### src/rtl/serializer_n_pkg.sv
// Shared types for the word-to-element serializer.
// Holds the two-state control encoding.
package serializer_n_pkg;

    typedef enum logic {
        IDLE = 1'b0,
        BUSY = 1'b1
    } serState_t;

endpackage

### src/rtl/serializer_n.sv
// Streaming width converter: one SIZE-element word in,
// SIZE WIDTH-bit elements out, element 0 first.
module serializer_n
    import serializer_n_pkg::*;
#(
    parameter int SIZE  = 8,
    parameter int WIDTH = 32
) (
    input  logic                  iCLK,
    input  logic                  iRST_n,
    input  logic                  iValid_AS,
    output logic                  oReady_AS,
    input  logic [SIZE*WIDTH-1:0] iData_AS,
    output logic                  oValid_BM,
    input  logic                  iReady_BM,
    output logic [WIDTH-1:0]      oData_BM,
    output logic                  oLast_BM
);

    localparam int CW = (SIZE > 1) ? $clog2(SIZE) : 1;
    localparam logic [CW-1:0] LAST_IDX = CW'(SIZE - 1);

    serState_t             rState;
    serState_t             nState;
    logic [SIZE*WIDTH-1:0] rBuf;
    logic [SIZE*WIDTH-1:0] nBuf;
    logic [CW-1:0]         rCnt;
    logic [CW-1:0]         nCnt;
    logic                  rEn;
    logic                  busy;
    logic                  lastEl;
    logic                  fireI;
    logic                  fireO;

    assign busy   = (rState == BUSY);
    assign lastEl = busy && (rCnt == LAST_IDX);
    assign fireO  = busy && iReady_BM;

    // Ready looks through to iReady_BM so a new word can land on the last beat.
    assign oReady_AS = rEn && (!busy || (iReady_BM && lastEl));
    assign fireI     = iValid_AS && oReady_AS;

    assign oValid_BM = busy;
    assign oData_BM  = rBuf[WIDTH-1:0];
    assign oLast_BM  = lastEl;

    always_comb begin
        nState = rState;
        nBuf   = rBuf;
        nCnt   = rCnt;
        unique case (rState)
            IDLE: begin
                if (fireI) begin
                    nBuf   = iData_AS;
                    nCnt   = '0;
                    nState = BUSY;
                end
            end
            BUSY: begin
                if (fireO) begin
                    if (!lastEl) begin
                        nBuf = rBuf >> WIDTH;
                        nCnt = rCnt + CW'(1);
                    end else if (fireI) begin
                        nBuf = iData_AS;
                        nCnt = '0;
                    end else begin
                        nCnt   = '0;
                        nState = IDLE;
                    end
                end
            end
            default: nState = IDLE;
        endcase
    end

    always_ff @(posedge iCLK or negedge iRST_n) begin
        if (!iRST_n) begin
            rState <= IDLE;
            rBuf   <= '0;
            rCnt   <= '0;
            rEn    <= 1'b0;
        end else begin
            rState <= nState;
            rBuf   <= nBuf;
            rCnt   <= nCnt;
            rEn    <= 1'b1;
        end
    end

endmodule
### config.mk
export PLATFORM = sky130hd
export DESIGN_NAME = serializer_n
export DESIGN_NICKNAME = d
export VERILOG_FILES = /design/src/rtl/serializer_n_pkg.sv /design/src/rtl/serializer_n.sv
export SDC_FILE = /design/constraint.sdc
export NUM_CORES = 1
export LEC_CHECK = 0
export CAP_MARGIN = 0
export CORE_ASPECT_RATIO = 0.5
export CORE_MARGIN = 4
export CORE_UTILIZATION = 48
export DETAILED_ROUTE_END_ITERATION = 7
export PLACE_DENSITY = 0.9
export SLEW_MARGIN = 20
export SYNTH_ARGS = -nofsm -noshare
export SYNTH_HDL_FRONTEND = slang
export SYNTH_SLANG_ARGS = --single-unit
export TNS_END_PERCENT = 20
### constraint.sdc
create_clock -name iCLK -period 1.9 [get_ports iCLK]
set_clock_uncertainty 0.2 [all_clocks]
set_input_delay 0.38 -clock iCLK [delete_from_list [all_inputs] [get_ports iCLK]]
set_output_delay 0.38 -clock iCLK [all_outputs]
set_load 0.02 [all_outputs]
==> job_summary.md, run 1 <==
### Flow metrics

| Metric | Value |
|---|---|
| LEAKAGE | 9.51 nW |
| Inverters excl. clock | 0 |
| Async S/R FF share, synth | 100% |
| NonClk Buf Share | 20.8% |
| CTS Root Cell | clkbuf_16 |
| Die H | 134 um |
| Violated checks | setup timing |
| Placed instance area | 18800 um2 |
| Logic area | 8040 um2 |
| Top-area cell share | 43.0% |
| Sequential share of cell area | approximately a third |
| Max VDD drop | about 730 uV |
| Worst-Margin Slew | 0.606 ns |
| Fill count | 2160 |
| Ys flops | 261 |
| Clk sink count | 261 |
| P_int | 0.0163 W |
| Cts hold-fix bufs | 2 |
| Max reg flops | 256 |
| Peak Freq | 0.440 GHz |
| Critical Path Sink | oReady_AS |
| Min Tclk post-route | 2.27 ns |
| CP Capture Type | primary output |
| Post-synth seq share | between 40% and 50% |
| Final instance area | 20100 um2 |
| Antenna viol nets, final | 0 |
| Most common logic cell in the routed design | dfrtp_1 |
| # Max-Cap Violations | 0 |
| Fin. Hold Viols | 0 |
| Critical Path Source | rCnt[1] |
| XOR Share, Synth | 0% |
| YS chip area | 15200 um2 |
| Cell accounting for the most synthesized area | dfrtp_1 |
| Ant diodes | 8 |
| PnR worst setup slack | -0.373 ns |
| Status | finished, violations left |
| AND/OR/NAND/NOR Cells, Area Fraction | approximately a tenth |
| # setup viols final | 244 |
| Clock network area share | 4.11% |
| Fin crit share | 120% |
| Placed insts | 2072 |
| DRC Markers | 0 |
| CP cell instances | ha_2, ha_4, nand2_4, nand2_2, and2_4, buf_6 |
| H-Tree Depth | 1 |
| Biggest Area Class | multi-input combinational cells |
| Total die size | ~35000 um2 |
| R2R Path Start | rCnt[0] |
| Logic share of the area | 39.9% |
| Vias/cell | 6.60 |
| Yosys cell count | between 1000 and 1500 |
| Clkbuf count | 38 |
| Core region area | 30700 um2 |
| CP Launch Type | flop |
| RSZ-0062 raised after global routing | true |
| Worst slew margin | 59.6% |
| Top non-seq family | AND-OR/OR-AND gates |
| Count of library flops with an enable pin | 0 |
| Tool warning count | 35 |
| Clk latency late pin | 0.54 ns |
| Largest Register | rBuf |
| Max-slew violations | 0 |
| Rows | 45 |
| CP peak stage delay | 0.38 ns |
| All-layer global routing usage | 29.1% |
| Share of cells above drive strength 1 | 18.3% |
| Distinct lib cells used | 29 |
| Worst-case reg-to-reg path depth | 7 |
| Synth top cell by count | dfrtp_1 |
| Gate count of the mapped netlist | around 1500 |
| Clk pin slew, worst setup/hold paths | 0.07 ns |
| Final WL | ~54 mm |
| Vias in the first global route | 13700 |
| Setup bufs post-CTS | 10 |
| Mapped Nets | 1733 |
| CP max-delay cell | dfrtp_1 |
## run 1: metrics by stage
step	worst slack (ns)	TNS (ns)
floorplan	-0.117	-9.41
global placement	-0.268	-34.96
detailed placement	-0.335	-38.35
CTS	-0.374	-37.48
global route	-0.420	-57.60
finish	-0.373	-45.00
## run 1: routing by layer
metal	global-route usage [%]	vias to the layer above	share of wire (%)	wire length, um
met5	0	-	0	0
met4	14.6	0	5.9	3190
met3	4.77	197	8.6	4660
met2	46.3	895	47	25200
met1	38.9	7005	39	20800
li1	-	6009	-	-
## run 1: critical path, delay by kind of cell, from the launching register on
family                     cells  cell delay, ns
adders and majority gates      2            0.38
DFF                            1            0.38
buffers and inverters          1            0.12
and+or+nand+nor                3            0.26
run_1/met2.png
Scale: 1.5 px per um.
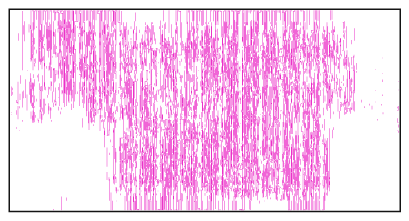
wire length on this layer: 25.2 mm
main direction: vertical
longest straight run: 61.2 um

run_1/final_clocks.png
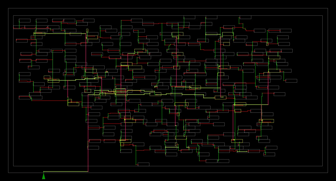
P_clk: 0.00518 W
Seq cells: 261
Num CTS Buffers: 25

run_1/met3.png
Scale: 1.5 px per um. Cells faint in the background.
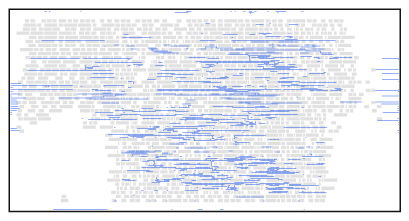
longest straight run: 82.3 um
nets with wire on the layer: 303
main direction: horizontal
share of all routed wire: 8.6%

run_1/pdn.png
Scale: 2 px per um. Pins as bars on the die edge. Tap cells in gray.
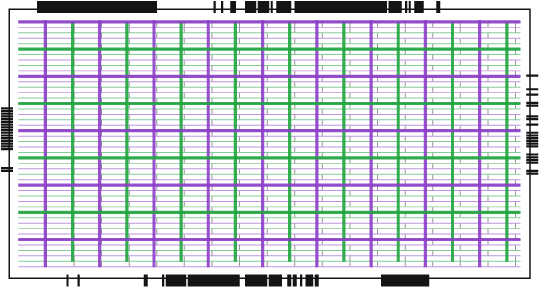
| color | net |
|---|---|
| green | VDD |
| purple | VSS |
signal pins: 295
rows: 45
met4 straps: 18
tap cells: 423
met1 rails: 46

run_1/metal_stack.png
Scale: 2 px per um.
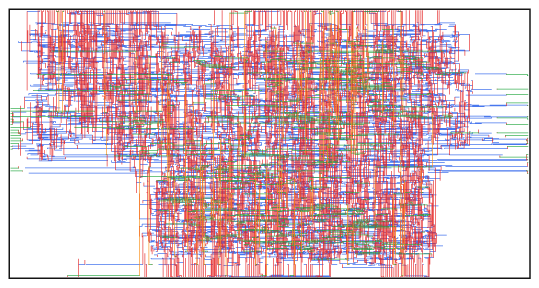

--- run 2 (diff from run 1) ---
CORE_ASPECT_RATIO = 1.5   (was 0.5)
run_2/metal_stack.png
Scale: 1.5 px per um.
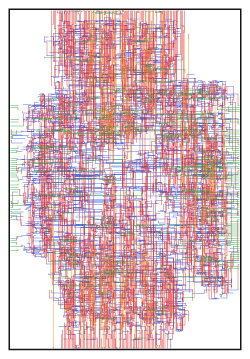
| color | layer | wire length |
|---|---|---|
| blue | met1 | 19500 um |
| red | met2 | 28.0 mm |
| green | met3 | 4080 um |
| orange | met4 | 4970 um |

run_2/pdn.png
Scale: 1.5 px per um. Pins as bars on the die edge. Tap cells in gray.
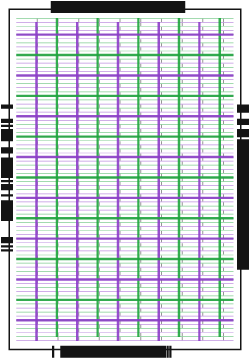
| color | net |
|---|---|
| green | VDD |
| purple | VSS |
met4 straps: 10
signal pins: 295
met5 straps: 15

==> job_summary.md, run 2 <==
### Flow metrics

| Metric | Value |
|---|---|
| Die H | 226 um (+69%) |
| Worst-case reg-to-reg path depth | 8 (+1) |
| Fill count | 2249 (+4.1%) |
| Final setup TNS | -53.65 ns (-8.65 ns) |
| Vias/cell | 6.70 (+1.5%) |
| Inverters excl. clock | 0 (unchanged) |
| Rows | 79 (+76%) |
| P_int | 0.0170 W (+4.4%) |
| # Max-Cap Violations | 0 (unchanged) |
| Antenna viol nets, final | 0 (unchanged) |
| Post-synth seq share | 43.0% (unchanged) |
| Final WL | 56.5 mm (+4.8%) |
| Violated checks | setup timing |
| Fin crit share | 121% (+0.94 points) |
| RSZ-0062 raised after global routing | true |
| Most common logic cell in the routed design | dfrtp_1 |
| CTS Root Cell | clkbuf_16 |
| CP top delay family | flip-flops |
| Yosys cell count | 1471 (unchanged) |
| Met1 Use GR | 35.4% (-3.4 points) |
| CP Launch Type | flop |
| Biggest Area Class | multi-input combinational cells |
| Routed met2 length | 28.0 mm (+11%) |
| # setup viols final | 258 (+5.7%) |
| Num CTS Buffers | 25 (unchanged) |
| Status | finished, violations left |
| PnR worst setup slack | -0.391 ns (-0.0179 ns) |
| AND/OR/NAND/NOR Cells, Area Fraction | 10.5% (unchanged) |
| Clock network area share | 3.96% (-0.15 points) |
| Peak Freq | 0.436 GHz (-0.78%) |
| Worst path bufs/invs | 1 (unchanged) |
| Share of cells above drive strength 1 | 18.6% (+0.32 points) |
| CP peak stage delay | 0.39 ns (about the same) |
| GR Util met3 | 3.43% (-1.3 points) |
| Cell accounting for the most synthesized area | dfrtp_1 |
| Logic area | 8120 um2 (+1.0%) |
| Core region area | 31100 um2 (+1.3%) |
| All-layer global routing usage | 30.0% (+0.90 points) |
| H-Tree Depth | 1 (unchanged) |
| Max reg flops | 256 (unchanged) |
| Clk sink count | 261 (unchanged) |
| Critical Path Source | rCnt[1] |
| Count of library flops with an enable pin | 0 (unchanged) |
| Cts hold-fix bufs | 2 (unchanged) |
| Min Tclk post-route | 2.29 ns (+0.0179 ns) |
| Largest Register | rBuf |
| Clk latency late pin | 0.55 ns (about the same) |
| Mapped Nets | 1733 (unchanged) |
| R2R Path Start | rCnt[1] |
| Distinct lib cells used | 29 (unchanged) |
| YS chip area | 15200 um2 (unchanged) |
| Top-area cell share | 43.0% (unchanged) |
| Max-slew violations | 0 (unchanged) |
| Met3 WL | 4.08 mm (-12%) |
| Synth top cell by count | dfrtp_1 |
| WP depth | 6 (unchanged) |
| Tool warning count | 35 (unchanged) |
| Worst slew margin | 26.9% (-33 points) |
| Max Used Layer | met4 |
| CP Capture Type | primary output |
| DRC Markers | 0 (unchanged) |
| Fin. Hold Viols | 0 (unchanged) |
| Placed instance area | 18500 um2 (-1.3%) |
| Clkbuf count | 39 (+2.6%) |
| Pre-CTS WS | -0.322 ns (+0.0132 ns) |
| LEAKAGE | 9.68 nW (+1.8%) |
| Setup bufs post-CTS | 12 (+2) |
| XOR Share, Synth | 0% (unchanged) |
| Critical Path Sink | oReady_AS |
| Met1 Wirelength | 19.5 mm (-6.6%) |
==> run 2: netlist changes by cell type in the layout (fill, tap and decap cells not counted), sizes merged <==
cell           delta
clkinvlp          -2
clkbuf            +5
buf              -12
clkdlybuf4s15     -2
diode             +7
dlygate4sd2       +3
==> run 2: power by group through the flow <==
| stage | sequential (W) | clock [W] | combinational (W) |
|---|---|---|---|
| final | 0.00973 | 0.00512 | 0.0118 |
| after global routing | 0.00979 | 0.00537 | 0.0125 |
| after CTS | 0.00952 | 0.00510 | 0.0108 |
| after detailed placement | 0.00957 | 0 | 0.00941 |
| after global placement | 0.00948 | 0 | 0.00900 |
| after floorplan | 0.00859 | 0 | 0.00690 |
--- run 3 (diff from run 2) ---
SLEW_MARGIN = unset   (was 20)
run_3/final_clocks.png
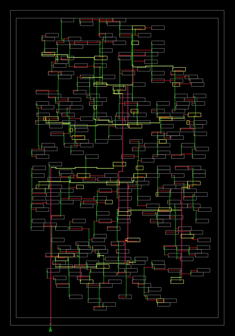
clk sink count: 261
clkbuf count: 39
clk latency late pin: 0.55 ns
P_clk: 0.00512 W

==> job_summary.md, run 3 <==
### Flow metrics

| Metric | Value |
|---|---|
| Yosys cell count | 1471 (unchanged) |
| # setup viols final | 258 (unchanged) |
| Synth top cell by count | dfrtp_1 |
| Fin crit share | 121% (unchanged) |
| Comb pwr | 0.0118 W (about the same) |
| Clock network area share | 3.96% (unchanged) |
| CP Capture Type | primary output |
| Sequential Power | 0.00973 W (about the same) |
| Vias/cell | 6.70 (unchanged) |
| Setup bufs post-CTS | 12 (unchanged) |
| Logic area | 8120 um2 (unchanged) |
| Largest Register | rBuf |
| Placed instance area | 18500 um2 (unchanged) |
| PnR worst setup slack | -0.391 ns (unchanged) |
| XOR Share, Synth | 0% (unchanged) |
| Worst path bufs/invs | 1 (unchanged) |
| Worst slew margin | 26.9% (unchanged) |
| CP Launch Type | flop |
| AND/OR/NAND/NOR Cells, Area Fraction | 10.5% (unchanged) |
| Status | finished, violations left |
| Num CTS Buffers | 25 (unchanged) |
| CP peak stage delay | 0.39 ns (about the same) |
| Max-slew violations | 0 (unchanged) |
| Top-area cell share | 43.0% (unchanged) |
| Min Tclk post-route | 2.29 ns (unchanged) |
| P_int | 0.0170 W (unchanged) |
| DRC Markers | 0 (unchanged) |
| Violated checks | setup timing |
| YS chip area | 15200 um2 (unchanged) |
| Distinct lib cells used | 29 (unchanged) |
| Die H | 226 um (unchanged) |
| Final WL | 56.5 mm (unchanged) |
| Count of library flops with an enable pin | 0 (unchanged) |
| Antenna viol nets, final | 0 (unchanged) |
| Fin. Hold Viols | 0 (unchanged) |
| H-Tree Depth | 1 (unchanged) |
| All-layer global routing usage | 30.0% (unchanged) |
| Inverters excl. clock | 0 (unchanged) |
| Share of cells above drive strength 1 | 18.6% (unchanged) |
| GR Util met3 | 3.43% (unchanged) |
| Fill count | 2249 (unchanged) |
| Leading power group | combinational logic |
| Post-synth seq share | 43.0% (unchanged) |
| LEAKAGE | 9.68 nW (unchanged) |
| # Max-Cap Violations | 0 (unchanged) |
| Biggest Area Class | multi-input combinational cells |
| Cts hold-fix bufs | 2 (unchanged) |
| Tool warning count | 35 (unchanged) |
| Max reg flops | 256 (unchanged) |
| Cell accounting for the most synthesized area | dfrtp_1 |
run_3/met3.png
Scale: 1 px per um. Cells faint in the background.
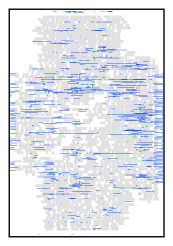
nets with wire on the layer: 387
longest straight run: 52.0 um
wire length on this layer: 4080 um
main direction: horizontal
share of all routed wire: 7.2%

run 3: cell counts in the layout (fill, tap and decap cells not counted):
No cell type changed its count.
run 3: path summary, 6_finish.rpt:
check | from | to | slack, ns | cells past startpoint
setup / recovery | rCnt[1] | oReady_AS | -0.39 | 6
max in group asynchronous | iRST_n | rBuf[40] | 0.67 | 3
hold / removal | iRST_n | rBuf[230] | 0.12 | 2
min in group iCLK | iValid_AS | rBuf[213] | 0.12 | 4
hold reg to reg | rBuf[17] | rBuf[17] | 0.31 | 2
setup reg to reg | rCnt[1] | rBuf[9] | -0.37 | 8
run 3: routing by layer:
| metal | wire length, um | vias up |
|---|---|---|
| li1 | - | 6016 |
| met4 | 4970 | 0 |
| met3 | 4080 | 261 |
| met5 | 0 | - |
| met2 | 28000 | 977 |
| met1 | 19500 | 6938 |
No activity file was given, so power comes from the tool's default toggle rates.
